==> run_1/final_congestion.png <==
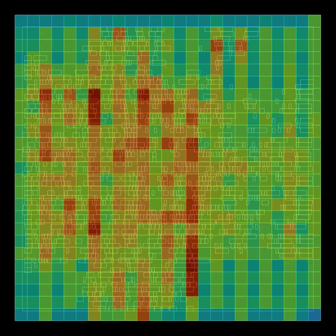
==> run_1/met3.png <==
Scale bar: 50 um. Cells faint in the background.
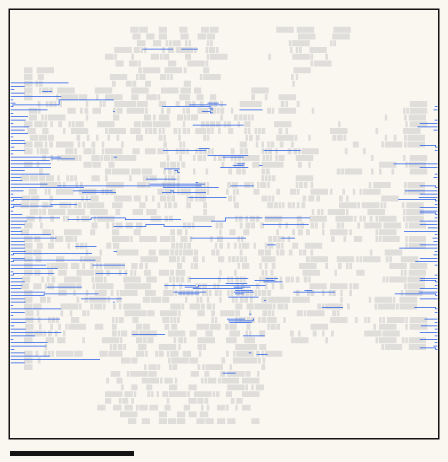
==> run_1/met1.png <==
Scale bar: 50 um. Supply wires on this layer in gray.
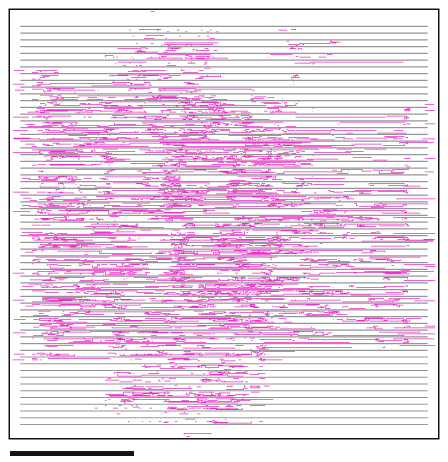
==> run_1/gate_families.png <==
Scale bar: 50 um.
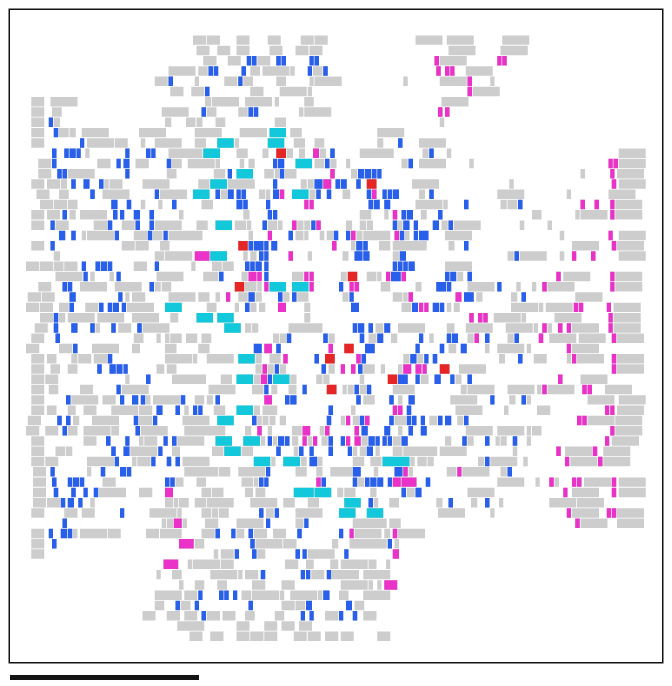
--- src/rtl/alu_pkg.sv ---
// alu_pkg: shared op-code and FSM state types for the shared ALU arbiter
package alu_pkg;
   typedef enum logic [1:0] {OP_ADD, OP_SUB, OP_SLT, OP_SLTU} op_t;
   typedef enum logic [1:0] {IDLE, EXEC, RESP} state_t;
endpackage

--- src/rtl/alu_core.sv ---
// alu_core: single 33-bit adder serving ADD, SUB, signed and unsigned compare
import alu_pkg::*;
module alu_core (
   input  op_t         op,
   input  logic [31:0] a,
   input  logic [31:0] b,
   output logic [31:0] res
);
   logic        sx;
   logic        sub;
   logic [32:0] ax;
   logic [32:0] bx;
   logic [32:0] diff;
   logic        ovf;
   // sign-extend except for SLTU, subtract by adding the inverted operand plus one
   always_comb begin
      sx   = op != OP_SLTU;
      sub  = op != OP_ADD;
      ax   = {sx & a[31], a};
      bx   = {sx & b[31], b};
      diff = ax + (sub ? ~bx : bx) + {32'b0, sub};
      ovf  = (a[31] != b[31]) & (diff[31] != a[31]);
      res  = op == OP_SLT  ? {31'b0, diff[31] ^ ovf} :
             op == OP_SLTU ? {31'b0, diff[32]} : diff[31:0];
   end
endmodule

--- src/rtl/alu_share_arb.sv ---
// alu_share_arb: round-robin sharing of one ALU between two requesters
import alu_pkg::*;
module alu_share_arb #(
   parameter int NREQ = 2
) (
   input  logic        clk,
   input  logic        reset_n,
   input  logic        req0_valid,
   output logic        req0_ready,
   input  logic [1:0]  req0_op,
   input  logic [31:0] req0_a,
   input  logic [31:0] req0_b,
   output logic        rsp0_valid,
   output logic [31:0] rsp0_data,
   input  logic        rsp0_ready,
   input  logic        req1_valid,
   output logic        req1_ready,
   input  logic [1:0]  req1_op,
   input  logic [31:0] req1_a,
   input  logic [31:0] req1_b,
   output logic        rsp1_valid,
   output logic [31:0] rsp1_data,
   input  logic        rsp1_ready
);
   localparam int OW = $clog2(NREQ);
   state_t        state;
   logic          prio;
   logic [OW-1:0] owner;
   op_t           op_r;
   logic [31:0]   a_r;
   logic [31:0]   b_r;
   logic [31:0]   res_r;
   logic [31:0]   res;
   logic          any;
   logic          grant;
   logic          done;
   alu_core u_core (.op(op_r), .a(a_r), .b(b_r), .res(res));
   // grant decision, handshakes and owner-only response outputs
   always_comb begin
      any        = req0_valid | req1_valid;
      grant      = (req0_valid & req1_valid) ? prio : req1_valid;
      req0_ready = reset_n & state == IDLE & any & ~grant;
      req1_ready = reset_n & state == IDLE & any & grant;
      rsp0_valid = state == RESP & owner == '0;
      rsp1_valid = state == RESP & owner != '0;
      rsp0_data  = rsp0_valid ? res_r : 32'b0;
      rsp1_data  = rsp1_valid ? res_r : 32'b0;
      done       = (rsp0_valid & rsp0_ready) | (rsp1_valid & rsp1_ready);
   end
   // FSM, round-robin pointer and operand/result registers
   always_ff @(posedge clk) begin
      if (!reset_n) begin
         state <= IDLE;
         prio  <= 1'b0;
         owner <= '0;
         op_r  <= OP_ADD;
         a_r   <= 32'b0;
         b_r   <= 32'b0;
         res_r <= 32'b0;
      end else begin
         state <= state == IDLE ? (any ? EXEC : IDLE) : state == EXEC ? RESP : (done ? IDLE : RESP);
         if (state == IDLE && any) begin
            owner <= grant;
            prio  <= ~grant;
            op_r  <= op_t'(grant ? req1_op : req0_op);
            a_r   <= grant ? req1_a : req0_a;
            b_r   <= grant ? req1_b : req0_b;
         end
         if (state == EXEC) res_r <= res;
      end
   end
endmodule

--- config.mk ---
export PLATFORM = sky130hd
export DESIGN_NAME = alu_share_arb
export DESIGN_NICKNAME = d
export VERILOG_FILES = /design/src/rtl/alu_pkg.sv /design/src/rtl/alu_core.sv /design/src/rtl/alu_share_arb.sv
export SDC_FILE = /design/constraint.sdc
export NUM_CORES = 1
export LEC_CHECK = 0
export ABC_AREA = 1
export CORE_MARGIN = 4
export CORE_UTILIZATION = 25
export DETAILED_ROUTE_END_ITERATION = 8
export PLACE_DENSITY = 0.54
export SLEW_MARGIN = 10
export SYNTH_ARGS = -nofsm -noshare
export SYNTH_HDL_FRONTEND = slang
export SYNTH_SLANG_ARGS = --single-unit
--- constraint.sdc ---
create_clock -name clk -period 2.9 [get_ports clk]
set_clock_uncertainty 0.1 [all_clocks]
set_input_delay 0.435 -clock clk [delete_from_list [all_inputs] [get_ports clk]]
set_output_delay 0.435 -clock clk [all_outputs]
set_load 0.05 [all_outputs]
==> results_dict.tcl, run 1 <==
# yosys + openroad results
set metrics [dict create \
    status "finished, final reports clean" \
    synth-edff-count 0 \
    io_pins 206 \
    numSynthFlops 102 \
    cts_tree "built" \
    p_seq_uw 1680 \
    crit_buf_inv 1 \
    gp_congestion 0.902 \
    min_path_cells 2 \
    synthesis.area_mm2 0.00677 \
    lay_top_cells "nand2_1, clkdlybuf4s50_1, inv_1" \
    worstHoldStart "res_r[24]$_SDFFE_PN0P_" \
    largestClassByArea "combinational gates" \
    num_vias 7398 \
    drc 0 \
    largest_area_cell "dfxtp_1" \
    end_kind "register" \
    ys_types 43 \
    critPathLaunch "op_r[0]$_SDFFE_PN0P_" \
    async_flop_share_pct 0 \
    critical_path.max_stage_delay_ns 0.36 \
    comb_cells 786 \
    path_clk_slew_ns 0.08 \
    area_growth_pct 51.6 \
    grt_first_pass_wirelength_um 40100 \
    hold_buffers 0 \
    initial_core_util_pct 25.7 \
    core_area_mm2 0.0264 \
    tool_warnings 29 \
    fin_crit_ns 2.77 \
    clk_path_buf_depth 2 \
    buffers 225 \
    final_cell_area_mm2 0.0103 \
    grt_antenna_before_repair 0 \
    reg2reg_slack_ns 0.13 \
    cts_root_buffer "clkbuf_16" \
    cts_resized 1 \
    avgViaCountPerCell 4.65 \
    grt_setup_unrepaired "yes" \
    final_util_pct 38.9 \
    path_depth 11 \
    drv_cap 0 \
    ir_worst_vdd_uv 270 \
    hold_path_end "res_r[24]$_SDFFE_PN0P_" \
    swShare_pct 39.7 \
    synth.top_cell.area_share_pct 30.2 \
    comb_area_share_pct 40.3 \
    seq_cells 102 \
    synth_nets 1231 \
    r2r_cells 11 \
    buf_share_pct 28.1 \
    p_sw_uw 2040 \
    comb-power_uw 2180 \
    place_area_mm2 0.00988 \
    crit_chain "nor2_4 > buf_12 > xnor2_1 > ha_1 > a21oi_1 > o21ai_0 > a21o_1 > nand3b_1 > or2_2 > nand3_1 > a21oi_1" \
    critical_path.top_delay_family "simple AND/OR/NAND/NOR gates" \
    cp-start-kind "register" \
    cp_data_required_time_ns 3.03 \
    antenna_cells 0 \
    clockNetworkAreaShare_pct 2.98 \
    fin_ws_ns 0.131 \
    fin_nets 1422 \
    hold_viol_final 0 \
    wirelength_um 25300 \
]
Notes on final_congestion.png above:
met3 Use GR: 4.13%
busiest grt layer: met2
met2 GRT Util: 25.1%
GRT Overall Usage: 16.6%

Notes on met3.png above:
- share of all routed wire: 8.1%
- main direction: horizontal
- wire length on this layer: 2,050 um
- longest straight run: 58.0 um
- nets with wire on the layer: 194

Notes on met1.png above:
- longest straight run: 60.7 um
- nets with wire on the layer: 1,282
- share of all routed wire: 49%
- wire length on this layer: 12,400 um

Notes on gate_families.png above:
- NAND gates: blue (cells 372)
- AND-OR and OR-AND gates: red (cells 10; where center)
- NOR gates: magenta (cells 137)
- adder and majority cells: cyan (cells 33)

-- run 1: flip-flops by register name, summed over array words and instances, names as in the netlist --
signal and count:
owner 1, prio 1, res_r 32, b_r 32
a_r 32, op_r 2, state 2
-- run 1: logic make-up after synthesis --
group	after synthesis	synth area share, %
AOI/OAI and AO/OA	201	17.9
xor gates and xnor gates	33	4.27
adders and majority gates	33	6.21
buffers and inverters	172	9.82
DFF	102	30.2
and+or+nand+nor	519	31.7
-- run 1: metrics by stage --
stage               power (uW)  instances  hold WS (ns)
finish                    5150       1591         0.364
global route              5510       1591         0.381
CTS                       5140       1590         0.368
detailed placement        3840       1574         0.356
global placement          3850       1574         0.354
floorplan                 3070       1060         0.345
## Run 2: what changed since run 1
--- a/config.mk
+++ b/config.mk
@@ -6,10 +6,11 @@
 export NUM_CORES = 1
 export LEC_CHECK = 0
 export ABC_AREA = 1
-export CORE_MARGIN = 4
+export CAP_MARGIN = 5
 export CORE_UTILIZATION = 25
 export DETAILED_ROUTE_END_ITERATION = 8
 export PLACE_DENSITY = 0.54
+export SKIP_CTS_REPAIR_TIMING = 1
 export SLEW_MARGIN = 10
 export SYNTH_ARGS = -nofsm -noshare
 export SYNTH_HDL_FRONTEND = slang
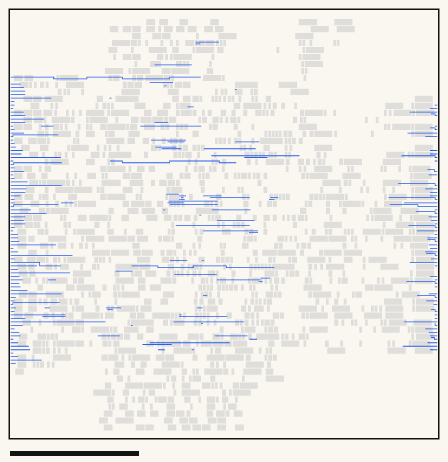
(run_2/met3.png)
Scale bar: 50 um. Cells faint in the background.
- share of all routed wire: 6.3%
- main direction: horizontal
- nets with wire on the layer: 190
- longest straight run: 36.6 um
- wire length on this layer: 1,540 um

==> results_dict.tcl, run 2 <==
# yosys + openroad results
set metrics [dict create \
    place_area_mm2 0.00990 \
    placed_cells 1577 \
    synthesis.area_mm2 0.00677 \
    met3_usage_pct 3.37 \
    critPathLaunch "op_r[0]$_SDFFE_PN0P_" \
    gp_congestion 0.923 \
    r2r_cells 11 \
    logic_family "simple AND/OR/NAND/NOR gates" \
    worstHoldStart "res_r[19]$_SDFFE_PN0P_" \
    numSynthFlops 102 \
    ys_types 43 \
    violations "design-rule violations" \
    largest_area_cell "dfxtp_1" \
    final_cell_area_mm2 0.0102 \
    end_kind "register" \
    cp-start-kind "register" \
    lay_top_cells "nand2_1, clkdlybuf4s50_1, inv_1" \
    p_seq_uw 1680 \
    cp_data_required_time_ns 3.03 \
    top_usage_layer "met2" \
    mux_share_pct 0 \
    fin_crit_ns 2.78 \
    num_vias 7427 \
    cts_root_buffer "clkbuf_16" \
    io_pins 206 \
    grt_first_pass_wirelength_um 38700 \
    status "complete, but fails checks" \
    drc 15 \
    core_area_mm2 0.0263 \
    comb-power_uw 2220 \
    critical_path.max_stage_delay_ns 0.35 \
    drv_cap 0 \
    reg2reg_slack_ns 0.12 \
    tool_warnings 28 \
    largestRegisters "a_r: 32 flops, b_r: 32 flops, res_r: 32 flops" \
    crit_buf_inv 1 \
    cts_tree "built" \
    grt_setup_unrepaired "no" \
    fin_nets 1425 \
    grtUsageTotal_pct 17.7 \
    area_growth_pct 51.1 \
    initial_core_util_pct 25.8 \
    grt_antenna_before_repair 0 \
    holdWs_ns 0.364 \
    ys_sh_simple_pct 31.7 \
    swShare_pct 39.8 \
    clk_path_buf_depth 2 \
    hold_viol_final 0 \
    synth-edff-count 0 \
    async_flop_share_pct 0 \
    min_path_cells 2 \
    wirelength_um 24600 \
    fin_cells 1594 \
]
[run 2: cell type report]
type | count | area (um2) | share of cell area (%)
Clock buffer | 12 | 236 | 2.31
Clock inverter | 4 | 32.5 | 0.318
Inverter | 127 | 477 | 4.66
Multi-Input combinational cell | 786 | 4120 | 40.3
Sequential cell | 102 | 2040 | 20.0
Tap cell | 335 | 419 | 4.10
Timing Repair Buffer | 228 | 2900 | 28.4
[run 2: metrics by stage]
stage          util (%)  TNS [ns]  power, uW  worst slack [ns]
6_report           38.9         0       5040             0.125
5_1_grt            38.9         0       5380           0.00820
4_1_cts            38.7         0       5030            0.0755
3_5_place_dp       37.7         0       3880            0.0939
3_3_place_gp       37.7         0       3880            0.0770
2_1_floorplan         -    -21.24       3070            -0.347
Power figures rest on the tool's default switching activity, not on a simulated workload.
